`src/rtl/ps2_rx_ctrl_if.sv`:
```
// Scan-code handshake between the PS/2 receive controller and the decoder.
// The controller drives the FIFO head; the decoder returns code_ready.
interface ps2_rx_ctrl_if;
   logic [7:0] code;
   logic       is_break;
   logic       is_ext;
   logic       code_valid;
   logic       code_ready;

   modport master (output code, output is_break, output is_ext, output code_valid,
                   input  code_ready);
   modport slave  (input  code, input  is_break, input  is_ext, input  code_valid,
                   output code_ready);
endinterface

```
`src/rtl/ps2_rx_ctrl.sv`:
```
// PS/2 keyboard receive path: synchronise and filter the PS/2 lines, frame and check
// 11-bit packets, fold E0/F0 prefixes into flags and queue scan codes for the decoder.
module ps2_rx_ctrl #(
   parameter int unsigned FILT_LEN    = 8,
   parameter int unsigned TIMEOUT_CYC = 100000,
   parameter int unsigned FIFO_DEPTH  = 4
) (
   input  logic          clk,
   input  logic          rst,
   input  logic          clk_pc2,
   input  logic          data_pc2,
   ps2_rx_ctrl_if.master code_if,
   output logic          frame_err,
   output logic          overflow
);
   localparam int unsigned FW = $clog2(FILT_LEN + 1);
   localparam int unsigned TW = $clog2(TIMEOUT_CYC + 1);
   localparam int unsigned AW = $clog2(FIFO_DEPTH);
   localparam int unsigned CW = AW + 1;
   localparam int unsigned EW = 10;

   localparam logic [1:0] S_IDLE   = 2'd0;
   localparam logic [1:0] S_DATA   = 2'd1;
   localparam logic [1:0] S_PARITY = 2'd2;
   localparam logic [1:0] S_STOP   = 2'd3;

   logic          clk_s1_q, clk_s2_q, dat_s1_q, dat_s2_q;
   logic          filt_q, filt_d, filt_prev_q;
   logic [FW-1:0] fcnt_q, fcnt_d;
   logic [1:0]    state_q, state_d;
   logic [2:0]    bcnt_q, bcnt_d;
   logic [7:0]    sh_q, sh_d;
   logic          par_q, par_d;
   logic [TW-1:0] to_q, to_d;
   logic          ext_q, ext_d, brk_q, brk_d;
   logic          err_q, err_d, ovf_q, ovf_d;
   logic [AW-1:0] wr_q, wr_d, rd_q, rd_d;
   logic [CW-1:0] cnt_q, cnt_d;
   logic [EW-1:0] mem_q [FIFO_DEPTH];
   logic          fall_c, push_c, pop_c, full_c, wr_en_c;

   assign fall_c = filt_prev_q & ~filt_q;

   // Next-state logic: glitch filter, framing FSM with timeout, prefix flags and FIFO control
   always_comb begin
      filt_d  = filt_q;
      fcnt_d  = fcnt_q;
      state_d = state_q;
      bcnt_d  = bcnt_q;
      sh_d    = sh_q;
      par_d   = par_q;
      to_d    = to_q;
      ext_d   = ext_q;
      brk_d   = brk_q;
      err_d   = 1'b0;
      push_c  = 1'b0;

      if (clk_s2_q == filt_q) begin
         fcnt_d = '0;
      end else if (fcnt_q == FW'(FILT_LEN - 1)) begin
         filt_d = clk_s2_q;
         fcnt_d = '0;
      end else begin
         fcnt_d = fcnt_q + FW'(1);
      end

      case (state_q)
         S_IDLE: begin
            if (fall_c && !dat_s2_q) begin
               state_d = S_DATA;
               bcnt_d  = 3'd0;
            end
         end
         S_DATA: begin
            if (fall_c) begin
               sh_d   = {dat_s2_q, sh_q[7:1]};
               bcnt_d = bcnt_q + 3'd1;
               if (bcnt_q == 3'd7) state_d = S_PARITY;
            end
         end
         S_PARITY: begin
            if (fall_c) begin
               par_d   = dat_s2_q;
               state_d = S_STOP;
            end
         end
         default: begin
            if (fall_c) begin
               state_d = S_IDLE;
               if (dat_s2_q && (^{sh_q, par_q})) begin
                  if (sh_q == 8'hE0) begin
                     ext_d = 1'b1;
                  end else if (sh_q == 8'hF0) begin
                     brk_d = 1'b1;
                  end else begin
                     push_c = 1'b1;
                     ext_d  = 1'b0;
                     brk_d  = 1'b0;
                  end
               end else begin
                  err_d = 1'b1;
                  ext_d = 1'b0;
                  brk_d = 1'b0;
               end
            end
         end
      endcase

      // A stalled frame is abandoned once the keyboard clock stops for too long
      if (state_q == S_IDLE || fall_c) begin
         to_d = '0;
      end else if (to_q == TW'(TIMEOUT_CYC - 1)) begin
         to_d    = '0;
         state_d = S_IDLE;
         err_d   = 1'b1;
         ext_d   = 1'b0;
         brk_d   = 1'b0;
      end else begin
         to_d = to_q + TW'(1);
      end

      pop_c   = (cnt_q != '0) && code_if.code_ready;
      full_c  = (cnt_q == CW'(FIFO_DEPTH));
      wr_en_c = push_c && (!full_c || pop_c);
      ovf_d   = ovf_q | (push_c && full_c && !pop_c);
      wr_d    = wr_en_c ? wr_q + AW'(1) : wr_q;
      rd_d    = pop_c ? rd_q + AW'(1) : rd_q;
      cnt_d   = cnt_q + CW'(wr_en_c) - CW'(pop_c);
   end

   always_ff @(posedge clk) begin
      if (rst) begin
         clk_s1_q    <= 1'b1;
         clk_s2_q    <= 1'b1;
         dat_s1_q    <= 1'b1;
         dat_s2_q    <= 1'b1;
         filt_q      <= 1'b1;
         filt_prev_q <= 1'b1;
         fcnt_q      <= '0;
         state_q     <= S_IDLE;
         bcnt_q      <= '0;
         sh_q        <= '0;
         par_q       <= 1'b0;
         to_q        <= '0;
         ext_q       <= 1'b0;
         brk_q       <= 1'b0;
         err_q       <= 1'b0;
         ovf_q       <= 1'b0;
         wr_q        <= '0;
         rd_q        <= '0;
         cnt_q       <= '0;
      end else begin
         clk_s1_q    <= clk_pc2;
         clk_s2_q    <= clk_s1_q;
         dat_s1_q    <= data_pc2;
         dat_s2_q    <= dat_s1_q;
         filt_q      <= filt_d;
         filt_prev_q <= filt_q;
         fcnt_q      <= fcnt_d;
         state_q     <= state_d;
         bcnt_q      <= bcnt_d;
         sh_q        <= sh_d;
         par_q       <= par_d;
         to_q        <= to_d;
         ext_q       <= ext_d;
         brk_q       <= brk_d;
         err_q       <= err_d;
         ovf_q       <= ovf_d;
         wr_q        <= wr_d;
         rd_q        <= rd_d;
         cnt_q       <= cnt_d;
      end
   end

   always_ff @(posedge clk) begin
      if (rst) begin
         for (int i = 0; i < int'(FIFO_DEPTH); i++) mem_q[i] <= '0;
      end else if (wr_en_c) begin
         mem_q[wr_q] <= {ext_q, brk_q, sh_q};
      end
   end

   assign code_if.code       = mem_q[rd_q][7:0];
   assign code_if.is_break   = mem_q[rd_q][8];
   assign code_if.is_ext     = mem_q[rd_q][9];
   assign code_if.code_valid = (cnt_q != '0);
   assign frame_err          = err_q;
   assign overflow           = ovf_q;
endmodule

```
`src/flat_wrapper.sv`:
```
// flat-port wrapper written by rule: the top's interface ports become plain ports
module ps2_rx_ctrl_flat 
#(
   parameter int unsigned FILT_LEN    = 8,
   parameter int unsigned TIMEOUT_CYC = 100000,
   parameter int unsigned FIFO_DEPTH  = 4
)
  (clk, rst, clk_pc2, data_pc2, frame_err, overflow, code_if_code, code_if_is_break, code_if_is_ext, code_if_code_valid, code_if_code_ready);
  ps2_rx_ctrl_if code_if_i ();
  input  logic clk;
  input  logic rst;
  input  logic clk_pc2;
  input  logic data_pc2;
  output logic frame_err;
  output logic overflow;
  output wire logic [$bits(code_if_i.code)-1:0] code_if_code;
  output wire logic [$bits(code_if_i.is_break)-1:0] code_if_is_break;
  output wire logic [$bits(code_if_i.is_ext)-1:0] code_if_is_ext;
  output wire logic [$bits(code_if_i.code_valid)-1:0] code_if_code_valid;
  input wire logic [$bits(code_if_i.code_ready)-1:0] code_if_code_ready;
  assign code_if_code = code_if_i.code;
  assign code_if_is_break = code_if_i.is_break;
  assign code_if_is_ext = code_if_i.is_ext;
  assign code_if_code_valid = code_if_i.code_valid;
  assign code_if_i.code_ready = code_if_code_ready;
  ps2_rx_ctrl #(.FILT_LEN(FILT_LEN), .TIMEOUT_CYC(TIMEOUT_CYC), .FIFO_DEPTH(FIFO_DEPTH)) u_core (.clk(clk), .rst(rst), .clk_pc2(clk_pc2), .data_pc2(data_pc2), .code_if(code_if_i), .frame_err(frame_err), .overflow(overflow));
endmodule
```
`config.mk`:
```
export PLATFORM = sky130hd
export DESIGN_NAME = ps2_rx_ctrl_flat
export DESIGN_NICKNAME = d
export VERILOG_FILES = /design/src/rtl/ps2_rx_ctrl_if.sv /design/src/rtl/ps2_rx_ctrl.sv /design/src/flat_wrapper.sv
export SDC_FILE = /design/constraint.sdc
export NUM_CORES = 1
export LEC_CHECK = 0
export CAP_MARGIN = 20
export CORE_MARGIN = 5
export CORE_UTILIZATION = 35
export CTS_CLUSTER_DIAMETER = 100
export DETAILED_ROUTE_END_ITERATION = 8
export RECOVER_POWER = 100
export SETUP_SLACK_MARGIN = 0.1
export SYNTH_ARGS = -nofsm -noshare
export SYNTH_HDL_FRONTEND = slang
export SYNTH_SLANG_ARGS = --single-unit
```
`constraint.sdc`:
```
create_clock -name clk -period 3.3 [get_ports clk]
set_input_delay 0.66 -clock clk [delete_from_list [all_inputs] [get_ports clk]]
set_output_delay 0.66 -clock clk [all_outputs]
set_load 0.01 [all_outputs]
```
Figure 1. Register map, names as in the netlist.
Scale: 2 px per um. Other sequential cells in the stronger grey, the rest of the logic in the fainter grey.
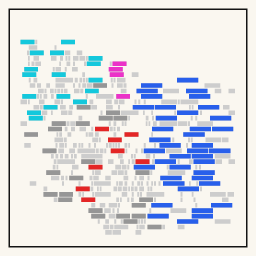
colour	signal	placed flops
blue	u_core.mem_q	40
red	u_core.sh_q	8
magenta	u_core.fcnt_q	4
cyan	u_core.to_q	17
Seq. cell area: 2282 um^2
Util after Layout: 40.91%
sequential fraction of total cell area: 48.86%
Seq. pwr: 1.30 mW

Figure 2. Routing congestion map.
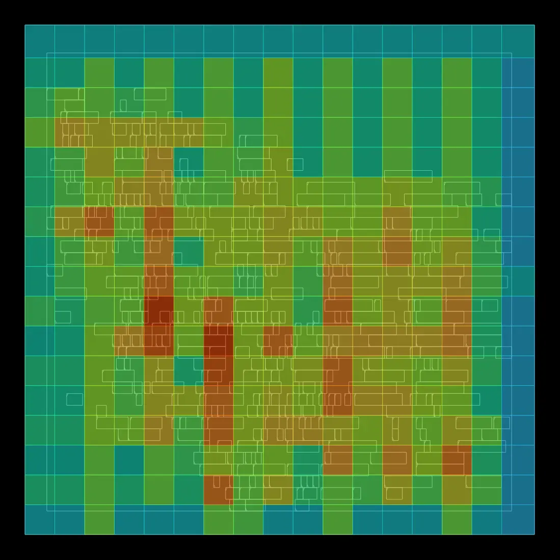
Total GRT Usage: 11.47%
met3 usage in global routing: 3.268%
GRT Max-Usage Layer: met2
met1 Usage GRT: 14.18%

==> results.toml <==
# synthesis and place-and-route metrics
[finish]
buf_share_pct = 4.313
reg.largest.list = "u_core.mem_q (40), u_core.to_q (17), u_core.sh_q (8)"
comb_area_um2 = 1659
fillers = 1136
flops = 94
layout.nets = 415
nClkBuffers = 13
largest_reg_flops = 40
final_area_um2 = 4671

[min_path]
hold_path_class = "register to register"

[synthesis]
top_cell = "nor2_1"
yosys_warnings = 0
synth.distinct_cells = 46
yosys-top-cells-count = "nor2_1 (77), dfxtp_1 (54), edfxtp_1 (40)"
synthesis.nets = 398
ys_seq_elements = 94
syn_avg_cell_area_um2 = 10.58
syn-cell-area_um2 = 4083

[final_timing]
rsz0062_at_grt = "no"
period_used_pct = 87.00

[global_route]
grt_pass1_vias = 2635
grt_pass1_wl_mm = 12.94

[floorplan]
n_tap_cell = 143

[power_and_ir_drop]
powerDensity_nw_per_um2 = 588.0
power.leakage_nw = 1.623

[placed_design]
dpl.hpwl_mm = 5.402
dp_slack_ns = 0.3274
placed_area_um2 = 4409

[setup_path]
endpoint_kind = "output pin"

[clock_tree]
numClockSinks = 94
cts_max_level = 3

[status]
status = "finished, final reports clean"
Figure 3. Logic cells by family.
Scale: 2 px per um.
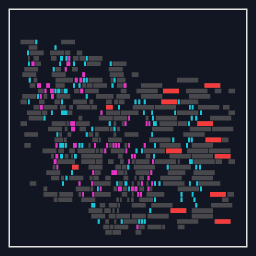
colour	family	cells
red	multiplexers	12
cyan	NOR gates	95
magenta	NAND gates	59
Layout Cells excl Fill: 551
Commonest Layout Cell: nor2_1
Comb area share: 35.52%

## cell families after synthesis
kind of cell    Yosys count  share of synthesized area [%]
compound gates           31                          4.505
xor+xnor                 30                          7.140
fa+ha+maj                 7                          2.329
buf+inv                  30                          2.942
flops                    94                          55.90
mux                      12                          6.007
simple gates            182                          21.18
## path summary, 6_finish.rpt
| kind | from | end | cells after the start | slack (ns) |
|---|---|---|---|---|
| min reg2reg | u_core.dat_s1_q | u_core.dat_s2_q | 1 | 0.41 |
| max reg2reg | u_core.sh_q[7] | u_core.mem_q[1][1] | 5 | 0.63 |
| min | u_core.dat_s1_q | u_core.dat_s2_q | 1 | 0.41 |
| max | register | code_if_is_ext | 3 | 0.43 |
## power by group
group	switching, mW	total [mW]	internal, mW
combinational	0.179	0.401	0.222
sequential	0.0379	1.30	1.26
clock	0.415	1.04	0.629
Power figures rest on the tool's default switching activity, not on a simulated workload.
